===== config.mk =====
export PLATFORM = sky130hd
export DESIGN_NAME = usr_sequencer_flat
export DESIGN_NICKNAME = d
export VERILOG_FILES = /design/src/rtl/usr_sequencer_if.sv /design/src/rtl/usr_sequencer.sv /design/src/flat_wrapper.sv
export SDC_FILE = /design/constraint.sdc
export NUM_CORES = 1
export LEC_CHECK = 0
export ABC_AREA = 1
export CAP_MARGIN = 20
export CORE_ASPECT_RATIO = 0.7
export CORE_MARGIN = 1
export CORE_UTILIZATION = 40
export CTS_CLUSTER_DIAMETER = 150
export CTS_CLUSTER_SIZE = 10
export DETAILED_ROUTE_END_ITERATION = 6
export PLACE_DENSITY_LB_ADDON = 0.08
export SLEW_MARGIN = 30
export SYNTH_ARGS = -nofsm -noshare
export SYNTH_HDL_FRONTEND = slang
export SYNTH_SLANG_ARGS = --single-unit

===== constraint.sdc =====
create_clock -name clk -period 3.8 [get_ports clk]
set_input_delay 0.38 -clock clk [delete_from_list [all_inputs] [get_ports clk]]
set_output_delay 0.38 -clock clk [all_outputs]
set_load 0.02 [all_outputs]

===== src/rtl/usr_sequencer_if.sv =====
// Command and response handshake bundle between the host-side glue and the
// shift-register sequencer.
interface usr_sequencer_if #(
    parameter int BITS = 8,
    parameter int CW   = 4
);
    logic            cmd_valid;
    logic            cmd_ready;
    logic [1:0]      cmd_op;
    logic [BITS-1:0] cmd_data;
    logic [CW-1:0]   cmd_count;
    logic            rsp_valid;
    logic            rsp_ready;
    logic [BITS-1:0] rsp_data;

    modport master (
        output cmd_valid, cmd_op, cmd_data, cmd_count, rsp_ready,
        input  cmd_ready, rsp_valid, rsp_data
    );

    modport slave (
        input  cmd_valid, cmd_op, cmd_data, cmd_count, rsp_ready,
        output cmd_ready, rsp_valid, rsp_data
    );
endinterface


===== src/rtl/usr_sequencer.sv =====
// Command-driven controller for the universal shift register: runs load, shift
// and serial-stream commands, holds the register in between, returns the result.
module usr_sequencer #(
    parameter int BITS = 8,
    parameter int CW   = 4
) (
    input  logic            clk,
    input  logic            reset_n,
    usr_sequencer_if.slave  bus,
    input  logic [BITS-1:0] sr_q,
    output logic [1:0]      sr_ctrl,
    output logic [BITS-1:0] sr_data,
    output logic            busy
);
    localparam int IW = (BITS > 1) ? $clog2(BITS) : 1;

    typedef enum logic [1:0] {
        ST_IDLE  = 2'd0,
        ST_LOAD  = 2'd1,
        ST_SHIFT = 2'd2,
        ST_DONE  = 2'd3
    } state_t;

    state_t          state_r;
    logic [1:0]      op_r;
    logic [BITS-1:0] data_r;
    logic [CW-1:0]   rem_r;
    logic [IW-1:0]   idx_r;
    logic            cmd_ready_r;
    logic            busy_r;
    logic            rsp_valid_r;
    logic [BITS-1:0] rsp_data_r;

    assign bus.cmd_ready = cmd_ready_r;
    assign bus.rsp_valid = rsp_valid_r;
    assign bus.rsp_data  = rsp_data_r;
    assign busy          = busy_r;

    // Command FSM; handshake flags are updated together with the state.
    always_ff @(posedge clk or negedge reset_n) begin
        if (!reset_n) begin
            state_r     <= ST_IDLE;
            op_r        <= 2'b00;
            data_r      <= {BITS{1'b0}};
            rem_r       <= {CW{1'b0}};
            idx_r       <= {IW{1'b0}};
            cmd_ready_r <= 1'b1;
            busy_r      <= 1'b0;
            rsp_valid_r <= 1'b0;
            rsp_data_r  <= {BITS{1'b0}};
        end else begin
            case (state_r)
                ST_IDLE: begin
                    if (bus.cmd_valid) begin
                        op_r        <= bus.cmd_op;
                        data_r      <= bus.cmd_data;
                        rem_r       <= bus.cmd_count;
                        idx_r       <= {IW{1'b0}};
                        cmd_ready_r <= 1'b0;
                        busy_r      <= 1'b1;
                        if (bus.cmd_op == 2'd0) begin
                            state_r <= ST_LOAD;
                        end else if (bus.cmd_count != {CW{1'b0}}) begin
                            state_r <= ST_SHIFT;
                        end else begin
                            state_r <= ST_DONE;
                        end
                    end
                end
                ST_LOAD: begin
                    state_r <= ST_DONE;
                end
                ST_SHIFT: begin
                    rem_r <= rem_r - CW'(1);
                    // Serial source index wraps so long streams replay the data word.
                    if (idx_r == IW'(BITS - 1)) begin
                        idx_r <= {IW{1'b0}};
                    end else begin
                        idx_r <= idx_r + IW'(1);
                    end
                    if (rem_r == CW'(1)) begin
                        state_r <= ST_DONE;
                    end
                end
                ST_DONE: begin
                    // First DONE cycle sees the register after the last applied op.
                    if (!rsp_valid_r) begin
                        rsp_data_r  <= sr_q;
                        rsp_valid_r <= 1'b1;
                    end else if (bus.rsp_ready) begin
                        rsp_valid_r <= 1'b0;
                        cmd_ready_r <= 1'b1;
                        busy_r      <= 1'b0;
                        state_r     <= ST_IDLE;
                    end
                end
                default: begin
                    state_r     <= ST_IDLE;
                    cmd_ready_r <= 1'b1;
                    busy_r      <= 1'b0;
                    rsp_valid_r <= 1'b0;
                end
            endcase
        end
    end

    // Register drive decode; idle, done and reset reload the register's own value.
    always_comb begin
        sr_ctrl = 2'b00;
        sr_data = sr_q;
        case (state_r)
            ST_LOAD: begin
                sr_ctrl = 2'b00;
                sr_data = data_r;
            end
            ST_SHIFT: begin
                case (op_r)
                    2'd1: sr_ctrl = 2'b10;
                    2'd2: sr_ctrl = 2'b01;
                    2'd3: begin
                        sr_ctrl = 2'b11;
                        sr_data = {sr_q[BITS-1:1], data_r[idx_r]};
                    end
                    default: sr_ctrl = 2'b00;
                endcase
            end
            default: begin
                sr_ctrl = 2'b00;
                sr_data = sr_q;
            end
        endcase
    end
endmodule

===== src/flat_wrapper.sv =====
// flat-port wrapper written by rule: the top's interface ports become plain ports
module usr_sequencer_flat 
#(
    parameter int BITS = 8,
    parameter int CW   = 4
)
  (clk, reset_n, sr_q, sr_ctrl, sr_data, busy, bus_cmd_valid, bus_cmd_op, bus_cmd_data, bus_cmd_count, bus_rsp_ready, bus_cmd_ready, bus_rsp_valid, bus_rsp_data);
  usr_sequencer_if #(.BITS(BITS), .CW(CW)) bus_i ();
  input  logic clk;
  input  logic reset_n;
  input  logic [BITS-1:0] sr_q;
  output logic [1:0] sr_ctrl;
  output logic [BITS-1:0] sr_data;
  output logic busy;
  input wire logic [$bits(bus_i.cmd_valid)-1:0] bus_cmd_valid;
  input wire logic [$bits(bus_i.cmd_op)-1:0] bus_cmd_op;
  input wire logic [$bits(bus_i.cmd_data)-1:0] bus_cmd_data;
  input wire logic [$bits(bus_i.cmd_count)-1:0] bus_cmd_count;
  input wire logic [$bits(bus_i.rsp_ready)-1:0] bus_rsp_ready;
  output wire logic [$bits(bus_i.cmd_ready)-1:0] bus_cmd_ready;
  output wire logic [$bits(bus_i.rsp_valid)-1:0] bus_rsp_valid;
  output wire logic [$bits(bus_i.rsp_data)-1:0] bus_rsp_data;
  assign bus_i.cmd_valid = bus_cmd_valid;
  assign bus_i.cmd_op = bus_cmd_op;
  assign bus_i.cmd_data = bus_cmd_data;
  assign bus_i.cmd_count = bus_cmd_count;
  assign bus_i.rsp_ready = bus_rsp_ready;
  assign bus_cmd_ready = bus_i.cmd_ready;
  assign bus_rsp_valid = bus_i.rsp_valid;
  assign bus_rsp_data = bus_i.rsp_data;
  usr_sequencer #(.BITS(BITS), .CW(CW)) u_core (.clk(clk), .reset_n(reset_n), .bus(bus_i), .sr_q(sr_q), .sr_ctrl(sr_ctrl), .sr_data(sr_data), .busy(busy));
endmodule

==> images/ff_map.png <==
The bar under the picture is 20 um long. Other sequential cells in the stronger grey, the rest of the logic in the fainter grey.
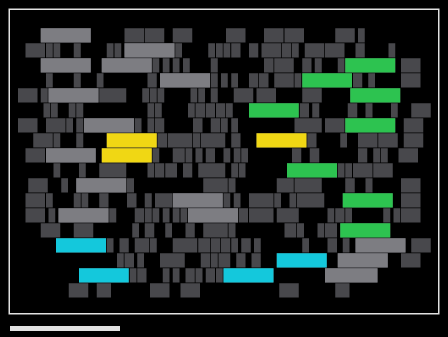
Key: `u_core.bus.rsp_data` = green [placed flops 8]; `u_core.rem_r` = cyan [placed flops 4]; `u_core.idx_r` = yellow [placed flops 3]
Another 15 sequential cells are not coloured.
P_seq: 593 uW
Storage cell area: 752 um^2

==> images/clock_nets.png <==
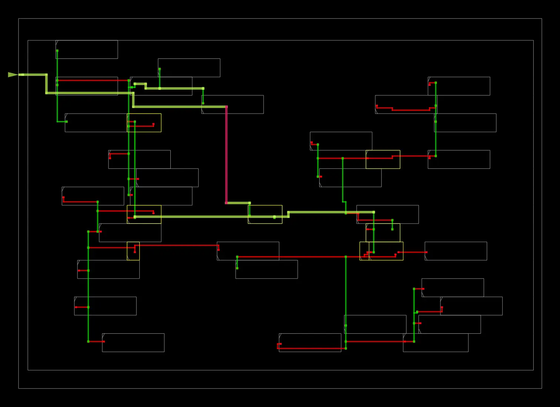
Sink Count: 30
clk_buf instances: 7
CTS buffer count: 5
worst-skew pair later-pin latency: 270 ps
Setup Skew: 5.32 ps

==> images/pinout.png <==
Pins as bars across the die edge, other pins in grey.
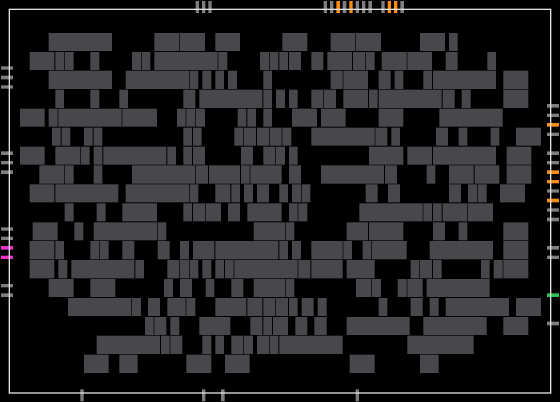
Key: `bus_cmd_op` = magenta [pins 2, direction input, edge west]; `busy` = green [pins 1, direction output, edge east]; `sr_q` = orange [pins 8, direction input, edge 4 east, 4 north]
All pins by edge: 16 east, 15 north, 12 west, 4 south.

==> images/gates.png <==
The bar under the picture is 20 um long.
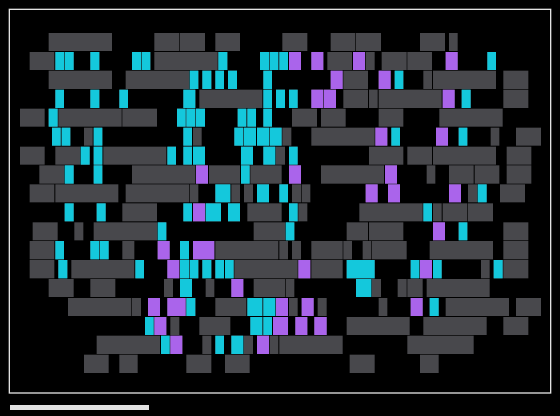
Key: aoi and oai cells = purple [cells 36]; nand cells = cyan [cells 93, where widely spread]

==> impl_metrics.ini <==
; generated from flow reports
[worst_setup_path]
setup.worst_path.start_class = flip-flop
cp-end-kind = primary output
crit_chain = inv_1 -> ha_1 -> nor2_1 -> a21oi_1 -> nand2_1 -> nand2_1 -> clkdlybuf4s50_1
cp_num_buf_inv = 2
worstSetupPathType = reg -> out
cp.depth = 7
crit_start = u_core.state_r[0]

[routing]
dr.first_iter.drc_count = 73
wl_per_cell_um = 11.7
vias = 1440
firstDrtPassIters = 4
viasPerCell = 4.63
drt_wl_total_um = 3640
ant_nets = 0
top_layer = met4

[timing]
hold_ws_ps = 481
finalWorstSetupSlack_ps = 1200
finalCriticalPeriod_ps = 2600
setup_viol = 0
finalClockPeriodUsage_pct = 68.5
tns_ps = 0
hold_viol_final = 0

[placed_design]
dp_hpwl_um = 2750
place_ws_ps = 1500
placed_area_um2 = 2110

[yosys]
yosysSeqAreaShare_pct = 47.0
fp_nets = 244
synth-edff-count = 0
ys_sh_aoi_pct = 12.2
ys_sh_mux_pct = 0
ys_sh_simple_pct = 26.3
yosys-top-cells-count = nand2_1 (75), dfrtp_1 (29), inv_1 (29)
topCellsByArea = dfrtp_1 (45%), nand2_1 (18%), o21ai_0 (8.8%), inv_1 (6.8%), ha_1 (6.3%)
top_logic_kind = simple AND/OR/NAND/NOR gates
yosys_most_used_dff = dfrtp_1

[power_and_ir_drop]
pwr-share-seq_pct = 31.6
powerClk_uw = 260
pwr-share-comb_pct = 54.6
p_sw_share_pct = 43.9
power.share.clock_pct = 13.8
power_density_nw_per_um2 = 853

[cells_and_area]
nFillCells = 342
largest_class = flip-flops and latches
nMultiInputCombCells = 146
final-instance-count-excl-fill = 311
non_clock_buffer_area_share_pct = 21.3
lay_top_cells = nand2_1 (75), clkdlybuf4s50_1 (46), inv_1 (29), dfrtp_1 (29), o21ai_0 (28)
flops = 30
logic_area_um2 = 716
final_layout_size_suffix_gt1_share_pct = 5.36
layout.cells.most_common = nand2_1
clk_share_pct = 4.15

[min_path]
worst_hold_path.endpoint = u_core.bus.rsp_data[3]
hold_path_class = reg -> reg

[floorplanning]
die_y_um = 54.9
initCoreUtil_pct = 43.6
rows = 18
die-width_um = 77.6

[clock_tree]
clk_pin_slew_ps = 70
post_cts_buffers = 0

[job]
cap_violations = 0

[outcome]
status = complete, no violations

[global_route]
grt_max_degree = 31
grt-busiest-layer = met1
use_met1_pct = 30.3
Power figures rest on the tool's default switching activity, not on a simulated workload.
